$ cat config.mk
export PLATFORM = sky130hd
export DESIGN_NAME = sprite_scheduler_flat
export DESIGN_NICKNAME = d
export VERILOG_FILES = /design/src/rtl/sprite_scheduler_if.sv /design/src/rtl/sprite_scheduler.sv /design/src/flat_wrapper.sv
export SDC_FILE = /design/constraint.sdc
export NUM_CORES = 1
export LEC_CHECK = 0
export CORE_MARGIN = 2
export CORE_UTILIZATION = 28
export CTS_BUF_LIST = sky130_fd_sc_hd__clkbuf_4
export CTS_CLUSTER_DIAMETER = 100
export CTS_CLUSTER_SIZE = 28
export DETAILED_ROUTE_END_ITERATION = 12
export GPL_TIMING_DRIVEN = 0
export REMOVE_ABC_BUFFERS = 1
export SYNTH_ARGS = -nofsm -noshare
export SYNTH_HDL_FRONTEND = slang
export SYNTH_SLANG_ARGS = --single-unit
$ cat constraint.sdc
create_clock -name clk -period 11.1 [get_ports clk]
set_clock_uncertainty 0.15 [all_clocks]
set_input_delay 3.33 -clock clk [delete_from_list [all_inputs] [get_ports clk]]
set_output_delay 3.33 -clock clk [all_outputs]
set_load 0.01 [all_outputs]
$ cat src/rtl/sprite_scheduler_if.sv
// Print-path port bundle of the sprite scheduler: beam position and register-bank read port in,
// committed per-line slot list out.
interface sprite_scheduler_if #(
    parameter int unsigned MAX_SLOTS = 4
);
    logic [10:0]             pixel_x;
    logic [9:0]              pixel_y;
    logic [29:0]             data_reg;
    logic [4:0]              n_register;
    logic [MAX_SLOTS-1:0]    slot_valid;
    logic [10*MAX_SLOTS-1:0] slot_x;
    logic [9*MAX_SLOTS-1:0]  slot_offset;
    logic [5*MAX_SLOTS-1:0]  slot_row;
    logic                    scanning;
    logic                    overflow;

    modport master (
        input  pixel_x, pixel_y, data_reg,
        output n_register, slot_valid, slot_x, slot_offset, slot_row, scanning, overflow
    );

    modport slave (
        output pixel_x, pixel_y, data_reg,
        input  n_register, slot_valid, slot_x, slot_offset, slot_row, scanning, overflow
    );
endinterface

$ cat src/rtl/sprite_scheduler.sv
// Per-line sprite scheduler: scans the register bank during hblank and commits a slot list.
// Macro SCHED_OVERFLOW_EN: full scan every line and overflow reporting; otherwise early stop.
module sprite_scheduler #(
    parameter int unsigned H_ACTIVE    = 640,
    parameter int unsigned H_TOTAL     = 800,
    parameter int unsigned V_ACTIVE    = 480,
    parameter int unsigned V_TOTAL     = 525,
    parameter int unsigned N_REGS      = 32,
    parameter int unsigned MAX_SLOTS   = 4,
    parameter int unsigned SPRITE_SIZE = 20
) (
    input  logic               clk,
    input  logic               reset_n,
    sprite_scheduler_if.master bus
);
    localparam int unsigned CntW = $clog2(MAX_SLOTS + 1);

`ifdef SCHED_OVERFLOW_EN
    localparam bit OvfEn = 1'b1;
`else
    localparam bit OvfEn = 1'b0;
`endif

    typedef enum logic [1:0] {StIdle, StScan, StDone} state_e;

    state_e state_q, state_d;

    logic [10:0]     next_y_q;
    logic [4:0]      n_reg_q;
    logic            issue_q;
    logic            pipe_valid_q;
    logic [4:0]      pipe_idx_q;
    logic [CntW-1:0] hit_cnt_q;
    logic            sh_ovf_q;
    logic [9:0]      sh_x_q   [MAX_SLOTS];
    logic [8:0]      sh_off_q [MAX_SLOTS];
    logic [4:0]      sh_row_q [MAX_SLOTS];

    logic [MAX_SLOTS-1:0]    valid_q;
    logic [10*MAX_SLOTS-1:0] x_q;
    logic [9*MAX_SLOTS-1:0]  off_q;
    logic [5*MAX_SLOTS-1:0]  row_q;
    logic                    ovf_q;

    logic        spr_en;
    logic [9:0]  spr_x;
    logic [10:0] spr_y;
    logic [8:0]  spr_off;
    logic        trigger, line_end, hit, slots_full, last_idx, stop_early;
    logic        scan_start, do_commit, commit_empty;

    assign spr_en  = bus.data_reg[29];
    assign spr_x   = bus.data_reg[28:19];
    assign spr_y   = {1'b0, bus.data_reg[18:9]};
    assign spr_off = bus.data_reg[8:0];

    assign trigger    = bus.pixel_x == 11'(H_ACTIVE);
    assign line_end   = bus.pixel_x == 11'(H_TOTAL - 1);
    assign hit        = (state_q == StScan) && pipe_valid_q && spr_en &&
                        (next_y_q < 11'(V_ACTIVE)) && (spr_y <= next_y_q) &&
                        (next_y_q < spr_y + 11'(SPRITE_SIZE));
    assign slots_full = hit_cnt_q == CntW'(MAX_SLOTS);
    assign last_idx   = pipe_valid_q && (pipe_idx_q == 5'(N_REGS - 1));
    // Without overflow reporting there is nothing to learn past the last free slot.
    assign stop_early = !OvfEn && hit && (hit_cnt_q == CntW'(MAX_SLOTS - 1));

    always_ff @(posedge clk) begin
        if (!reset_n) begin
            state_q <= StIdle;
        end else begin
            state_q <= state_d;
        end
    end

    always_comb begin
        state_d      = state_q;
        scan_start   = 1'b0;
        do_commit    = 1'b0;
        commit_empty = 1'b0;
        case (state_q)
            StIdle: begin
                if (trigger) begin
                    state_d    = StScan;
                    scan_start = 1'b1;
                end
            end
            StScan: begin
                if (line_end) begin
                    state_d      = StIdle;
                    commit_empty = 1'b1;
                end else if (last_idx || stop_early) begin
                    state_d = StDone;
                end
            end
            StDone: begin
                if (trigger) begin
                    state_d    = StScan;
                    scan_start = 1'b1;
                end else if (line_end) begin
                    state_d   = StIdle;
                    do_commit = 1'b1;
                end
            end
            default: state_d = StIdle;
        endcase
    end

    always_ff @(posedge clk) begin
        if (!reset_n) begin
            next_y_q     <= '0;
            n_reg_q      <= '0;
            issue_q      <= 1'b0;
            pipe_valid_q <= 1'b0;
            pipe_idx_q   <= '0;
            hit_cnt_q    <= '0;
            sh_ovf_q     <= 1'b0;
            for (int i = 0; i < MAX_SLOTS; i++) begin
                sh_x_q[i]   <= '0;
                sh_off_q[i] <= '0;
                sh_row_q[i] <= '0;
            end
            valid_q <= '0;
            x_q     <= '0;
            off_q   <= '0;
            row_q   <= '0;
            ovf_q   <= 1'b0;
        end else begin
            if (scan_start) begin
                next_y_q     <= (bus.pixel_y == 10'(V_TOTAL - 1)) ? 11'd0
                                                                  : 11'(bus.pixel_y) + 11'd1;
                n_reg_q      <= '0;
                issue_q      <= 1'b1;
                pipe_valid_q <= 1'b0;
                hit_cnt_q    <= '0;
                sh_ovf_q     <= 1'b0;
                for (int i = 0; i < MAX_SLOTS; i++) begin
                    sh_x_q[i]   <= '0;
                    sh_off_q[i] <= '0;
                    sh_row_q[i] <= '0;
                end
            end else if (state_q == StScan) begin
                // pipe_idx tags which register the data_reg of the next cycle belongs to
                pipe_valid_q <= issue_q && !stop_early;
                pipe_idx_q   <= n_reg_q;
                if (stop_early || (issue_q && n_reg_q == 5'(N_REGS - 1))) begin
                    issue_q <= 1'b0;
                end else if (issue_q) begin
                    n_reg_q <= n_reg_q + 5'd1;
                end
                if (hit && slots_full) begin
                    sh_ovf_q <= 1'b1;
                end else if (hit) begin
                    hit_cnt_q <= hit_cnt_q + CntW'(1);
                    for (int i = 0; i < MAX_SLOTS; i++) begin
                        if (hit_cnt_q == CntW'(i)) begin
                            sh_x_q[i]   <= spr_x;
                            sh_off_q[i] <= spr_off;
                            sh_row_q[i] <= 5'(next_y_q - spr_y);
                        end
                    end
                end
            end else begin
                pipe_valid_q <= 1'b0;
            end

            if (do_commit) begin
                for (int i = 0; i < MAX_SLOTS; i++) begin
                    valid_q[i]         <= CntW'(i) < hit_cnt_q;
                    x_q[10*i +: 10]    <= sh_x_q[i];
                    off_q[9*i +: 9]    <= sh_off_q[i];
                    row_q[5*i +: 5]    <= sh_row_q[i];
                end
                ovf_q <= OvfEn && sh_ovf_q;
            end else if (commit_empty) begin
                valid_q <= '0;
                x_q     <= '0;
                off_q   <= '0;
                row_q   <= '0;
                ovf_q   <= OvfEn;
            end
        end
    end

    assign bus.n_register  = n_reg_q;
    assign bus.slot_valid  = valid_q;
    assign bus.slot_x      = x_q;
    assign bus.slot_offset = off_q;
    assign bus.slot_row    = row_q;
    assign bus.scanning    = state_q == StScan;
    assign bus.overflow    = ovf_q;
endmodule

$ cat src/flat_wrapper.sv
// flat-port wrapper written by rule: the top's interface ports become plain ports
module sprite_scheduler_flat 
#(
    parameter int unsigned H_ACTIVE    = 640,
    parameter int unsigned H_TOTAL     = 800,
    parameter int unsigned V_ACTIVE    = 480,
    parameter int unsigned V_TOTAL     = 525,
    parameter int unsigned N_REGS      = 32,
    parameter int unsigned MAX_SLOTS   = 4,
    parameter int unsigned SPRITE_SIZE = 20
)
  (clk, reset_n, bus_pixel_x, bus_pixel_y, bus_data_reg, bus_n_register, bus_slot_valid, bus_slot_x, bus_slot_offset, bus_slot_row, bus_scanning, bus_overflow);
  sprite_scheduler_if #(.MAX_SLOTS(MAX_SLOTS)) bus_i ();
  input  logic clk;
  input  logic reset_n;
  input wire logic [$bits(bus_i.pixel_x)-1:0] bus_pixel_x;
  input wire logic [$bits(bus_i.pixel_y)-1:0] bus_pixel_y;
  input wire logic [$bits(bus_i.data_reg)-1:0] bus_data_reg;
  output wire logic [$bits(bus_i.n_register)-1:0] bus_n_register;
  output wire logic [$bits(bus_i.slot_valid)-1:0] bus_slot_valid;
  output wire logic [$bits(bus_i.slot_x)-1:0] bus_slot_x;
  output wire logic [$bits(bus_i.slot_offset)-1:0] bus_slot_offset;
  output wire logic [$bits(bus_i.slot_row)-1:0] bus_slot_row;
  output wire logic [$bits(bus_i.scanning)-1:0] bus_scanning;
  output wire logic [$bits(bus_i.overflow)-1:0] bus_overflow;
  assign bus_i.pixel_x = bus_pixel_x;
  assign bus_i.pixel_y = bus_pixel_y;
  assign bus_i.data_reg = bus_data_reg;
  assign bus_n_register = bus_i.n_register;
  assign bus_slot_valid = bus_i.slot_valid;
  assign bus_slot_x = bus_i.slot_x;
  assign bus_slot_offset = bus_i.slot_offset;
  assign bus_slot_row = bus_i.slot_row;
  assign bus_scanning = bus_i.scanning;
  assign bus_overflow = bus_i.overflow;
  sprite_scheduler #(.H_ACTIVE(H_ACTIVE), .H_TOTAL(H_TOTAL), .V_ACTIVE(V_ACTIVE), .V_TOTAL(V_TOTAL), .N_REGS(N_REGS), .MAX_SLOTS(MAX_SLOTS), .SPRITE_SIZE(SPRITE_SIZE)) u_core (.clk(clk), .reset_n(reset_n), .bus(bus_i));
endmodule
Figure 1. Cell classes on the final placement (run 1).
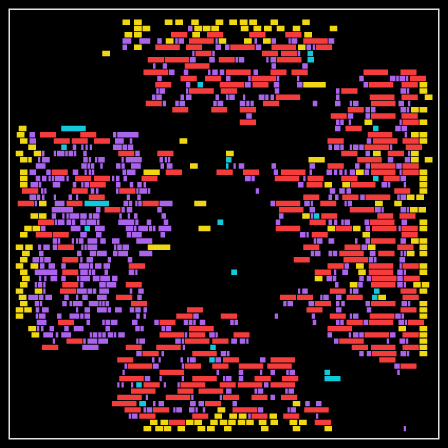
Key: registers = red [cells 224]; remaining logic cells = purple [cells 594]; clock drivers and dummy loads = cyan [cells 22]; remaining buffers and delay cells = yellow [cells 164]

Figure 2. Supply network (run 1).
The bar under the picture is 50 µm long. Pins as bars on the die edge.
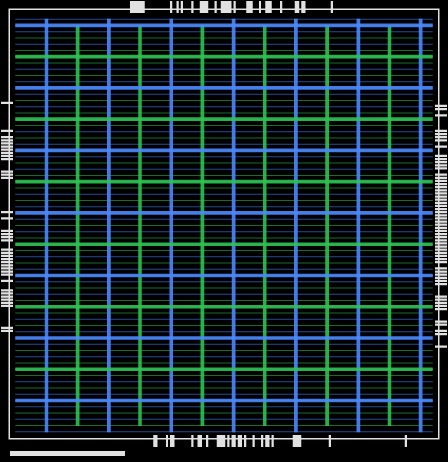
Key: VDD = green; VSS = blue
The core has 66 rows. 13 straps on met4. 13 straps on met5.

Figure 3. Congestion heat map (run 1).
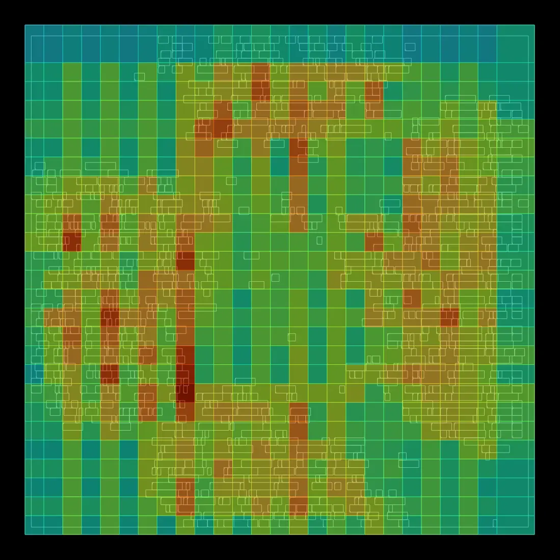
met3 track utilization from global routing: 2.20%
met2 Track Usage GR: 24.6%
global routing usage summed across all routing layers: 14.1%
most utilized layer in the global route result: met2
core occupancy in the finished layout: 35.2%

Figure 4. Placement density heat map (run 1).
The bar under the picture is 50 µm long. The die is cut into 19 by 19 equal tiles; black is low, pale yellow is high, 0 to 100% covered.
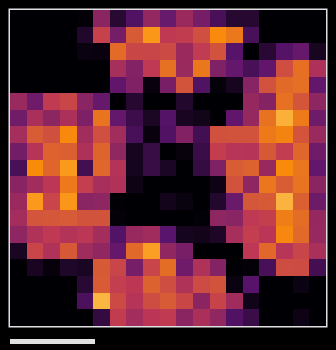
The mean over all tiles is 32%. 2.2% of the tiles are over 75% full. 25% of the tiles are nearly empty. The fullest tile reaches 84%.

## run 1: worst register-to-register path, cell delays in order (launching register included)
cell,delay (ns)
sky130_fd_sc_hd__dfxtp_1,0.43
sky130_fd_sc_hd__inv_1,0.07
sky130_fd_sc_hd__ha_1,0.34
sky130_fd_sc_hd__nand4_1,0.18
sky130_fd_sc_hd__o31a_1,0.36
sky130_fd_sc_hd__nand2_1,0.10
sky130_fd_sc_hd__nand4_2,0.91
sky130_fd_sc_hd__or3_1,0.87
sky130_fd_sc_hd__nand2_2,0.68
## run 1: power by group
| part | internal [mW] | leakage [nW] | switching [mW] |
|---|---|---|---|
| combinational | 0.0282 | 1.93 | 0.0487 |
| sequential | 0.858 | 1.93 | 0.00325 |
| clock | 0.105 | 0.122 | 0.278 |
## run 1: stage by stage
step	setup slack, ns	hold slack (ns)	std cells
6_report	3.61	0.252	1448
5_1_grt	3.42	0.291	1447
4_1_cts	3.14	0.253	1446
3_5_place_dp	2.39	0.299	1424
3_3_place_gp	0.0684	0.293	1418
2_1_floorplan	4.31	0.286	818
## run 1: cell type report
class                           instances  share of cell area [%]
Sequential cell                       224                    45.4
Multi-Input combinational cell        566                    32.0
Timing Repair Buffer                  164                    14.8
Tap cell                              442                    4.82
Clock buffer                           16                    1.05
Inverter                               28                   0.960
Clock inverter                          6                   0.884
Antenna cell                            2                  0.0436
## run 1: Yosys cell counts, types with 2 or more instances
cell,instances,area share [%]
sky130_fd_sc_hd__a21o_1,7,0.57
sky130_fd_sc_hd__a21oi_1,40,2.2
sky130_fd_sc_hd__a22oi_1,97,7.8
sky130_fd_sc_hd__a31oi_1,3,0.20
sky130_fd_sc_hd__a41o_1,2,0.22
sky130_fd_sc_hd__and2_1,58,3.9
sky130_fd_sc_hd__and3_1,7,0.47
sky130_fd_sc_hd__and4_1,2,0.19
sky130_fd_sc_hd__buf_1,2,0.081
sky130_fd_sc_hd__buf_2,18,0.97
sky130_fd_sc_hd__buf_4,5,0.40
sky130_fd_sc_hd__buf_6,11,1.3
sky130_fd_sc_hd__clkbuf_1,22,0.89
sky130_fd_sc_hd__dfxtp_1,152,33
sky130_fd_sc_hd__edfxtp_1,72,23
sky130_fd_sc_hd__ha_1,31,4.2
sky130_fd_sc_hd__inv_1,27,1.1
sky130_fd_sc_hd__mux2i_1,3,0.32
sky130_fd_sc_hd__nand2_1,38,1.5
sky130_fd_sc_hd__nand2b_1,2,0.13
sky130_fd_sc_hd__nand3_1,29,1.6
sky130_fd_sc_hd__nand3b_1,3,0.24
sky130_fd_sc_hd__nand4_1,10,0.67
sky130_fd_sc_hd__nor2_1,125,5.0
sky130_fd_sc_hd__nor2b_1,3,0.20
sky130_fd_sc_hd__nor3_1,2,0.11
sky130_fd_sc_hd__nor3_2,4,0.43
sky130_fd_sc_hd__nor4_1,2,0.13
sky130_fd_sc_hd__o211ai_1,21,1.7
sky130_fd_sc_hd__o21ai_0,12,0.65
sky130_fd_sc_hd__o22ai_1,10,0.67
sky130_fd_sc_hd__o31ai_1,4,0.32
sky130_fd_sc_hd__or3_1,7,0.47
sky130_fd_sc_hd__xnor2_1,6,0.57
sky130_fd_sc_hd__xor2_1,11,1.0
==> summary.txt, run 1 <==
Figures from the implementation reports.

- The run finished with clean final reports.
- The tally of nets with antenna violations remaining after routing is 0.
- Per the timing report, the achievable frequency comes out to 134 MHz.
- The area recorded from the Yosys report for this design is a little over 9000 µm².
- The termination of the worst setup path reads u_core.sh_x_q[0][5].
- The DRC violation total left in the routed layout is recorded as 0.
- After synthesis, the mean cell area works out to 10.6 µm².
- The quantity of I/O buffers inserted on ports reads 158.
- The summed instance area of the synthesized netlist is 9300 µm².
- The top cell types in the final layout, fill and taps aside, are sky130_fd_sc_hd__clkdlybuf4s50_1 (157), sky130_fd_sc_hd__dfxtp_1 (152), sky130_fd_sc_hd__nor2_1 (125).
- The aggregate routed wire length is 24900 µm.
- The maximum number of pins on one net before global-route repair is approximately 100.
- Among cell families on the critical path, the largest total delay comes from simple AND/OR/NAND/NOR gates.
- OpenROAD emitted warnings numbering 36.
- The final timing summary puts the cycle share of the worst path at about 67%.
- The flip-flop and latch count after synthesis is between 200 and 250.
- The area share of and/or/nand/nor cells after synthesis reads roughly 17%.
- The highest-delay cell along the critical path reads sky130_fd_sc_hd__nand4_2.
- The overall overflow remaining after global route is 0.
- The total chip power is 1.32 mW.
- The number of cells on the critical path reads 10.
- TritonCTS built the clock tree.
- The worst VDD IR drop from the latest analysis is 0.0000519 V.
- The routed via count is 6919.
- For this run, the register share of the synthesized area comes to 56.0%.
- The relative slew slack reads a little over an eighth.
- The post-route netlist has 5.28% of its cells at a drive strength greater than 1.
- For this run, the final setup violation count is recorded as 0.
- The initial antenna violation count came to 2.
- The launch point of the worst hold path is u_core.bus.n_register[4].
- The post-route met1 wirelength is 11300 µm.
- The number of gates resized after CTS was 0.
- The power density over the cells reads around 120 nW/µm².
- The clock latency reported for the late side of the worst-skew pair is between 0.7 and 0.8 ns.
- The via count of the first global-routing pass is between 6000 and 7000.
- The count of fill cells added during filler insertion reads 3276.
- The area fraction in xor and xnor cells is ~1.6%.
- The number of cell instances on the worst register-to-register path is 8.
- The yosys stat cell total is 876.
- The number of cells traversed by the worst hold path is 2.
- The tree is rooted in a sky130_fd_sc_hd__clkbuf_4.
- According to the timing report, the critical path is launched from bus_data_reg[13].
- The total count of max-transition violations in the final report reads 0.
- The area fraction in mux cells reads 0.323%.
- After the last flow step, the layout net total stands at approximately 1100.
- The area of the core region reads 32600 µm².
- The critical path data required time reads 11.27 ns.
- The post-CTS setup buffer count is 0.
- The floorplan utilization is 28.5%.
- The launch instance of the worst register-to-register path is u_core.next_y_q[4].
- The number of violations reported at the end of detailed-routing iteration 0 reads 369.
- The data arrival time of the critical path reads 7.66 ns.
- The count of H-tree levels built during CTS reads 1.
- The share of synthesized cell area in and-or and or-and compound cells is ~16%.
- The area taken by multi-input combinational cells is reported as roughly 3700 µm².
- The signal on the critical path passes through clkdlybuf4s50_1 > a21oi_1 > nand3b_1 > xor2_1 > ha_1 > nand4_1 > a211o_1 > nand4_2 > or3_1 > nand2_2.
- The share of flip-flops with an asynchronous set or reset is 0%.
- The full die area reads ~35000 µm².
- The first-pass detailed-route iteration total reads 5.
- The count of flip-flops with a built-in enable after synthesis is 72.
- The number of max-cap violations reads 0.
- Setup repair after global routing left no endpoint under its margin.
- The buffer-and-inverter tally for the worst setup path is 1.
- The wire length of the first global-routing pass is ~38000 µm.
- The die height is 186 µm.
- After layout, the minimum clock period comes to 7.49 ns.
- Looking at the setup timing report, the critical path kind is in2reg.
- The most common logic cell in the routed design reads sky130_fd_sc_hd__clkdlybuf4s50_1.
- The actual slew at the worst max-slew pin is ~1.3 ns.
- At the end of routability-driven placement, the weighted congestion stood at 0.815.
- The tightest min-delay check is of the reg2reg type.
- The setup TNS is 0 ns.
- The number of sinks driven by the clock tree is 224.
- For met1 alone, demand over resource in global routing was 18.6%.
- The synthesized instance count reads 876.
- The largest incremental delay on the critical path reads 0.92 ns.
- The detailed router used layers up to and including met4.
- The worst hold path terminates at u_core.pipe_idx_q[4].
- The peak fanout along the critical path reads 34.
- STA classifies the critical path endpoint as a flip-flop.
- The floorplan report gives the top-level pin count as 160.
- The maximum root-to-sink buffer count is 3.
- The total length of routed met2 wires reads 12000 µm.
- The static leakage is 3.98 nW.
- After clock tree synthesis, the clock-pin slew on the worst setup and hold paths is 0.28 ns.
- The flip-flop and latch area is 5200 µm².
- The worst setup path is launched from an input port.
- The wire length on met3 reads 1270 µm.
- The worst reg-to-reg setup slack is 6.61 ns.
- The number of buffers inserted during clock tree synthesis reads 13.
- In this run the cell area measured after placement is 11200 µm².
- The number of warning messages in the yosys log reads 0.
- The chip width is 186 µm.
- Grouping non-sequential cells by family puts the most area in simple AND/OR/NAND/NOR gates.
- The flow measured a signed area growth from synthesis to layout of 23.3%.
- The script logs the ratio of routed vias to standard cells as 4.78.
- The area share of fa/ha/maj cells after synthesis reads 4.39%.
- Hold repair after CTS inserted 0 buffers.
- The initialized floorplan defines 66 standard-cell rows.
- The netlist uses 63 different library cells.
- The final non-filler cell area is 11500 µm².
- The synthesis report names the predominant flop master as sky130_fd_sc_hd__dfxtp_1.
==> run 2, diff against run 1 <==
- clock period: 11.1 -> 7.1 ns (I/O delays scaled with it)
Figure 5. Congestion heat map (run 2).
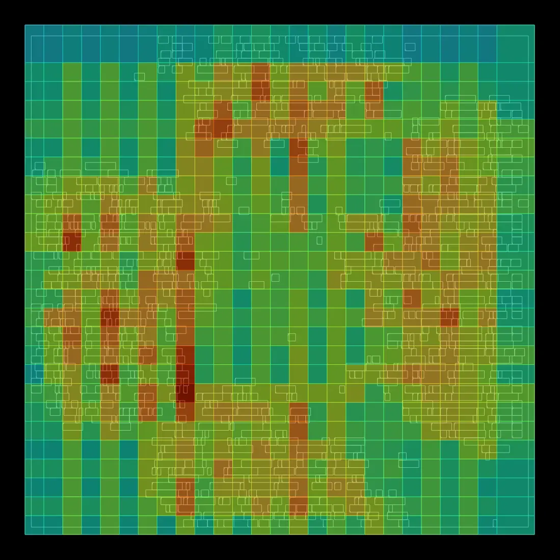
Avg WL per Cell: 17.2 µm
global-route met1 utilization: 18.6%

==> run 2 against run 1 <==
Effect of this change:
- via count is the same
- die area unchanged
- sequential power rose by 57%
- wire length is the same
- clock power grew 56%
- combinational power up 56%
- total power increased by 56%
==> summary.txt, run 2 <==
Figures from the implementation reports.

- The count of fill cells added during filler insertion is 3276 (unchanged).
- The clock-pin slew reported for the worst setup and hold paths after clock tree synthesis reads 0.28 ns (about the same).
- The wire length of the first global-routing pass reads 37900 µm (unchanged).
- The most common logic cell in the routed design is sky130_fd_sc_hd__clkdlybuf4s50_1 (unchanged).
- The yosys stat cell total came to 876 (unchanged).
- The path category of the worst min-delay check is reg2reg (unchanged).
- The number of I/O pins reads 160 (unchanged).
- The number of violations reported at the end of detailed-routing iteration 0 reads 369 (unchanged).
- The area of the core region reads 32600 µm² (unchanged).
- The peak fanout along the critical path is 34 (unchanged).
- The maximum clock rate reads 159 MHz.
- The initial antenna violation count is 2 (unchanged).
- The number of buffers inserted during clock tree synthesis reads 13 (unchanged).
- The post-cts hold-fix buffer tally reads 0 (unchanged).
- The most common flop cell mapped by yosys was sky130_fd_sc_hd__dfxtp_1 (unchanged).
- Unrepaired setup endpoints after global routing: no (unchanged).
- The quantity of I/O buffers inserted on ports reads 158 (unchanged).
- The launch instance of the worst register-to-register path is u_core.next_y_q[4] (unchanged).
- The chip width is 186 µm (unchanged).
- The share of flip-flops with an asynchronous set or reset reads 0% (unchanged).
- The actual slew at the worst max-slew pin was 1.30 ns (unchanged).
- The power density over the cells reads 180 nW/µm² (was 115 nW/µm²).
- The signed area change from the synthesized netlist to the final layout is 23.3% (unchanged).
- The flip-flop and latch count after synthesis is 224 (unchanged).
- The sort of element at the end of the critical path is a flip-flop (unchanged).
- The aggregate routed wire length was 24900 µm (unchanged).
- The maximum number of pins on one net before global-route repair reads 101 (unchanged).
- The number of nets in the final layout is 1082 (unchanged).
- The buffer type at the clock tree root is sky130_fd_sc_hd__clkbuf_4 (unchanged).
- The final weighted congestion of routability-driven global placement reads 0.815 (unchanged).
- The routed via count was 6919 (unchanged).
- The part of the Yosys area used for sequential elements came to 56.0% (unchanged).
- Most instantiated cells after synthesis: sky130_fd_sc_hd__dfxtp_1 (152), sky130_fd_sc_hd__nor2_1 (125), sky130_fd_sc_hd__a22oi_1 (97) (unchanged).
- The cell count after placement was 1424 (unchanged).
- The post-cts sizing count reads 0 (unchanged).
- The count of H-tree levels built during CTS came to 1 (unchanged).
- The proportion of layout cells with a drive suffix above 1 came to 5.28% (unchanged).
- The share of the synthesized area in the top cell type is 32.7% (unchanged).
- Outcome: finished clean (unchanged).
- The floorplan utilization is 28.5% (unchanged).
- The final cycle utilization of the critical path reads 88.5%.
- The synthesized instance count is 876 (unchanged).
- The critical path data required time is 7.27 ns (was 11.27 ns).
- The via density per instance reads 4.78 (unchanged).
- The maximum root-to-sink buffer count is 3 (unchanged).
- The minimum clock period is between 6 and 7 ns.
- The start-to-end type of the worst setup path reads in2reg (unchanged).
- The number of warning messages in the yosys log reads 0 (unchanged).
- The overall overflow remaining after global route is 0 (unchanged).
- The per-instance average area after synthesis was 10.6 µm² (unchanged).
- The non-filler instance count after layout was 1448 (unchanged).
- The area figure in the yosys stat output came to 9300 µm² (unchanged).
- The clock latency reported for the late side of the worst-skew pair was 0.72 ns (about the same).
- The number of sinks driven by the clock tree came to 224 (unchanged).
- The full die area reads 34700 µm² (unchanged).
- The worst-case vdd ir drop reads 0.0000811 V (was 0.0000519 V).
- The global router's overall resource usage is 14.1% (unchanged).
- The CTS tree is built (unchanged).
- The startpoint type of the worst setup path was an input port (unchanged).
- The remaining routing DRC violations reads 0 (unchanged).
- The number of max-cap violations is 0 (unchanged).
- The first element of the critical path is bus_data_reg[13] (unchanged).
- The die height was 186 µm (unchanged).
- The relative slew slack is 13.1% (unchanged).
- The launch point of the worst hold path is u_core.bus.n_register[4] (unchanged).
- The total chip power reads 2.07 mW (was 1.32 mW).
- The final setup slack of the worst path is 0.814 ns (was 3.61 ns).
- The number of warnings in the stage logs is 36 (unchanged).
- The most frequent cell after synthesis was sky130_fd_sc_hd__dfxtp_1 (unchanged).
- Main area contributors after synthesis: sky130_fd_sc_hd__dfxtp_1 (33%), sky130_fd_sc_hd__edfxtp_1 (23%), sky130_fd_sc_hd__a22oi_1 (7.8%), sky130_fd_sc_hd__nor2_1 (5.0%), sky130_fd_sc_hd__ha_1 (4.2%) (unchanged).
- The first-pass detailed-route iteration total was 5 (unchanged).
- The post-CTS setup buffer count was 0 (unchanged).
- The data arrival time of the critical path reads 6.46 ns (was 7.66 ns).
- The standard-cell row count was 66 (unchanged).
- Highest-count cells in the layout ignoring fill and taps: sky130_fd_sc_hd__clkdlybuf4s50_1 (157), sky130_fd_sc_hd__dfxtp_1 (152), sky130_fd_sc_hd__nor2_1 (125) (unchanged).
- The pre-CTS setup slack is -0.408 ns (was 2.39 ns).
- The static leakage is 3.98 nW (unchanged).
- The tally of nets with antenna violations remaining after routing reads 0 (unchanged).
- The total count of max-transition violations in the final report is 0 (unchanged).
- The number of setup violations in the final report is 0 (unchanged).
- The number of distinct library cells after synthesis is 63 (unchanged).
- The count of flip-flops with a built-in enable after synthesis is 72 (unchanged).
- The biggest area consumer among synthesized cells is sky130_fd_sc_hd__dfxtp_1 (unchanged).
[run 2: cell counts after synthesis]
No cell type changed its count.
[run 2: cell families (layout without fill, tap and decap cells)]
| group | after synthesis | after routing | share of synthesized area, % |
|---|---|---|---|
| multiplexers | 3 | 3 | 0.323 |
| AND-OR/OR-AND | 207 | 207 | 16.1 |
| XOR/XNOR | 17 | 17 | 1.60 |
| AND/OR/NAND/NOR | 306 | 306 | 16.8 |
| flip-flops | 224 | 224 | 56.0 |
| adder cells (fa/ha/maj) | 32 | 32 | 4.39 |
| other | 1 | 3 | 0.0403 |
| buffers and inverters | 86 | 214 | 4.83 |
[run 2: final timing paths]
check / cells after the start / endpoint / slack, ns
worst max-delay path: 10 / u_core.sh_x_q[0][5] / 0.81
worst min-delay path: 2 / u_core.pipe_idx_q[4] / 0.25
worst max register to register: 8 / u_core.sh_x_q[0][5] / 2.61
worst min register to register: 2 / u_core.pipe_idx_q[4] / 0.25
[run 2: routing by layer]
layer	wire length, µm	GRT usage [%]
met3	1270	2.20
met1	11300	18.6
met5	0	0
met4	316	2.46
met2	12000	24.6
[run 2: power by group]
| group | internal, mW | leakage (nW) | switching [mW] |
|---|---|---|---|
| clock network | 0.165 | 0.122 | 0.434 |
| registers | 1.34 | 1.93 | 0.00509 |
| logic | 0.0441 | 1.93 | 0.0761 |
| total | 1.55 | 3.98 | 0.515 |
[run 2: cell type report]
| type | count | area, µm² | share of cell area, % |
|---|---|---|---|
| diodes | 2 | 5.00 | 0.0436 |
| clock buffers | 16 | 120 | 1.05 |
| clock inverters | 6 | 101 | 0.884 |
| inverters | 28 | 110 | 0.960 |
| multi-input cells | 566 | 3670 | 32.0 |
| flip-flops and latches | 224 | 5200 | 45.4 |
| well taps | 442 | 553 | 4.82 |
| repair buffers | 164 | 1700 | 14.8 |
[run 2: per-stage QoR]
step / util [%] / instance area, µm² / hold slack [ns] / TNS [ns]
6_report: 35.2 / 11500 / 0.252 / 0
3_3_place_gp: 34.0 / 11100 / 0.293 / -323.81
3_5_place_dp: 34.5 / 11200 / 0.299 / -9.72
4_1_cts: 35.1 / 11500 / 0.253 / 0
2_1_floorplan: - / 8960 / 0.286 / 0
5_1_grt: 35.1 / 11500 / 0.291 / 0
[run 2: critical path, cell delays in order]
cell,delay [ns]
sky130_fd_sc_hd__clkdlybuf4s50_1,0.56
sky130_fd_sc_hd__a21oi_1,0.34
sky130_fd_sc_hd__nand3b_1,0.18
sky130_fd_sc_hd__xor2_1,0.17
sky130_fd_sc_hd__ha_1,0.27
sky130_fd_sc_hd__nand4_1,0.15
sky130_fd_sc_hd__a211o_1,0.17
sky130_fd_sc_hd__nand4_2,0.92
sky130_fd_sc_hd__or3_1,0.86
sky130_fd_sc_hd__nand2_2,0.68
==> run 3, diff against run 2 <==
- CORE_ASPECT_RATIO: unset -> 1.4
Figure 6. Supply network (run 3).
The bar under the picture is 50 µm long. Pins as bars on the die edge.
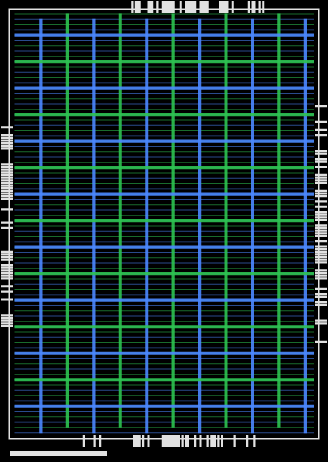
Key: VSS = blue; VDD = green
The core has 79 rows. 15 straps on met5.

==> run 3 against run 2 <==
Effect of this change:
- register-to-register slack got worse by 0.20 ns
- first-iteration DRC count increased by 13%
- sequential share of layout area grew 0.30 points
- die area is essentially flat
- utilization down 0.65 points
- hold slack better by 0.075 ns
- sequential power hardly changed
- setup slack lost 0.28 ns
- largest cell class unchanged
- highest routed layer is now met5
==> summary.txt, run 3 <==
Figures from the implementation reports.

- The startpoint type of the worst setup path was an input port (unchanged).
- The power density over the cells is 172 nW/µm² (was 180 nW/µm²).
- The number of setup violations in the final report was 0 (unchanged).
- The worst hold slack across all endpoints is 0.327 ns (was 0.252 ns).
- The tally of nets with antenna violations remaining after routing was 0 (unchanged).
- The total count of max-transition violations in the final report was 0 (unchanged).
- The overall overflow remaining after global route reads 0 (unchanged).
- The maximum root-to-sink buffer count is 3 (unchanged).
- The data arrival time of the critical path is 6.70 ns (was 6.46 ns).
- Main area contributors after synthesis: sky130_fd_sc_hd__dfxtp_1 (33%), sky130_fd_sc_hd__edfxtp_1 (23%), sky130_fd_sc_hd__a22oi_1 (7.8%), sky130_fd_sc_hd__nor2_1 (5.0%), sky130_fd_sc_hd__ha_1 (4.2%) (unchanged).
- The non-filler instance count after layout came to 1445 (was 1448).
- The relative slew slack reads 11.5% (was 13.1%).
- The via density per instance came to 4.77 (was 4.78).
- Highest-count cells in the layout ignoring fill and taps: sky130_fd_sc_hd__clkdlybuf4s50_1 (157), sky130_fd_sc_hd__dfxtp_1 (152), sky130_fd_sc_hd__nor2_1 (125) (unchanged).
- The number of distinct library cells after synthesis was 63 (unchanged).
- The buffer type at the clock tree root was sky130_fd_sc_hd__clkbuf_4 (unchanged).
- The initial antenna violation count was 2 (unchanged).
- The aggregate routed wire length reads 24900 µm (about the same).
- The final setup slack of the worst path reads 0.539 ns (was 0.814 ns).
- Most instantiated cells after synthesis: sky130_fd_sc_hd__dfxtp_1 (152), sky130_fd_sc_hd__nor2_1 (125), sky130_fd_sc_hd__a22oi_1 (97) (unchanged).
- The static leakage is 3.94 nW (was 3.98 nW).
- The number of warning messages in the yosys log reads 0 (unchanged).
- The remaining routing DRC violations was 0 (unchanged).
- Outcome: finished clean (unchanged).
- The most common logic cell in the routed design reads sky130_fd_sc_hd__clkdlybuf4s50_1 (unchanged).
- The share of the synthesized area in the top cell type reads 32.7% (unchanged).
- The summed instance area of the synthesized netlist reads 9300 µm² (unchanged).
- The die height reads 220 µm (was 186 µm).
- The relative contribution of sequential cells to total power reads 68.9% (was 65.2%).
- The actual slew at the worst max-slew pin is 1.32 ns (was 1.30 ns).
- The combinational share of power reads 6.1% (was 5.8%).
- The final weighted congestion of routability-driven global placement came to 0.773 (was 0.815).
- The proportion of layout cells with a drive suffix above 1 is 4.70% (was 5.28%).
- The post-cts hold-fix buffer tally reads 0 (unchanged).
- The worst-case vdd ir drop reads 0.000103 V (was 0.0000811 V).
- The via count of the first global-routing pass is 6626 (was 6728).
- The first-pass detailed-route iteration total is 4 (was 5).
- The number of sinks driven by the clock tree is 224 (unchanged).
- The floorplan utilization reads 28.2% (was 28.5%).
- The count of H-tree levels built during CTS reads 1 (unchanged).
- The part of the Yosys area used for sequential elements reads 56.0% (unchanged).
- The CTS tree reads built (unchanged).
- The post-CTS setup buffer count reads 0 (unchanged).
- The start-to-end type of the worst setup path is in2reg (unchanged).
- The biggest area consumer among synthesized cells reads sky130_fd_sc_hd__dfxtp_1 (unchanged).
- The full die area was 34700 µm² (about the same).
- The quantity of I/O buffers inserted on ports was 158 (unchanged).
- The number of nets in the final layout is 1080 (was 1082).
- The critical path data required time reads 7.24 ns (was 7.27 ns).
- The synthesized instance count reads 876 (unchanged).
- The flip-flop and latch count after synthesis reads 224 (unchanged).
- The final cycle utilization of the critical path is 92.4% (was 88.5%).
- The signed area change from the synthesized netlist to the final layout came to 22.5% (was 23.3%).
- The core utilization of the finished layout came to 34.5% (was 35.2%).
- The number of violations reported at the end of detailed-routing iteration 0 reads 416 (was 369).
- The number of max-cap violations is 0 (unchanged).
- The peak fanout along the critical path is 34 (unchanged).
- The internal power component reads 1.49 mW (was 1.55 mW).
- The setup TNS was 0 ns (unchanged).
- The path category of the worst min-delay check reads reg2reg (unchanged).
- The yosys stat cell total came to 876 (unchanged).
- The number of I/O pins reads 160 (unchanged).
- The wire length of the first global-routing pass is 38200 µm (was 37900 µm).
- The global router's overall resource usage is 14.1% (about the same).
- The cell count after placement reads 1427 (was 1424).
==> run 3: cell counts after synthesis <==
No cell type changed its count.
==> run 3: cells by family after synthesis <==
group,count (synthesis),share of synthesized area (%)
flip-flops,224,56.0
XOR/XNOR,17,1.60
adder cells (fa/ha/maj),32,4.39
AND/OR/NAND/NOR,306,16.8
other,1,0.0403
multiplexers,3,0.323
AND-OR/OR-AND,207,16.1
buffers and inverters,86,4.83
==> run 3: critical path, cell delays in order <==
cell and delay [ns]:
sky130_fd_sc_hd__clkdlybuf4s50_1 0.54, sky130_fd_sc_hd__ha_1 0.33, sky130_fd_sc_hd__o21ai_0 0.24, sky130_fd_sc_hd__xor2_1 0.18
sky130_fd_sc_hd__ha_1 0.26, sky130_fd_sc_hd__nand4_1 0.14, sky130_fd_sc_hd__a211o_1 0.17, sky130_fd_sc_hd__nand4_2 0.89
sky130_fd_sc_hd__or3_1 0.83, sky130_fd_sc_hd__nand2_1 0.96
==> run 3: path summary, 6_finish.rpt <==
kind,from,end,slack (ns),depth (start not counted)
worst min-delay path,u_core.pipe_idx_q[1],u_core.pipe_idx_q[1],0.33,2
worst max-delay path,bus_data_reg[11],u_core.sh_x_q[1][6],0.54,10
worst min register to register,u_core.pipe_idx_q[1],u_core.pipe_idx_q[1],0.33,2
worst max register to register,u_core.next_y_q[4],u_core.sh_x_q[1][6],2.41,8
==> run 3: area by class of cell <==
type / instances / area [µm²]
Multi-Input combinational cell: 566 / 3670
Timing Repair Buffer: 164 / 1720
Fill cell: 3386 / 21600
Tap cell: 445 / 557
Clock buffer: 17 / 128
Antenna cell: 1 / 2.50
Inverter: 28 / 110
Sequential cell: 224 / 5200
==> run 3: layer usage <==
metal / up-vias / track usage (%) / part of all wire [%] / wire (µm)
li1: 3362 / - / - / -
met1: 3336 / 17.7 / 42 / 10400
met2: 165 / 25.3 / 51 / 12800
met3: 27 / 2.10 / 5.2 / 1300
met4: 2 / 3.57 / 1.8 / 460
met5: - / 0 / 0.052 / 13
==> run 3: metrics by stage <==
stage                     power, mW  instance area [µm²]
after CTS                      1.99                11400
after floorplan                1.42                 8960
after detailed placement       1.49                11300
final                          1.96                11400
after global placement         1.49                11100
after global routing           2.04                11400
==> run 3: power by group through the flow <==
stage                     registers, mW  clock network [mW]  logic, mW
after floorplan                    1.37                   0     0.0490
after global placement             1.37                   0      0.118
after detailed placement           1.37                   0      0.122
after CTS                          1.35               0.518      0.123
after global routing               1.35               0.559      0.132
final                              1.35               0.489      0.120
Power figures rest on the tool's default switching activity, not on a simulated workload.
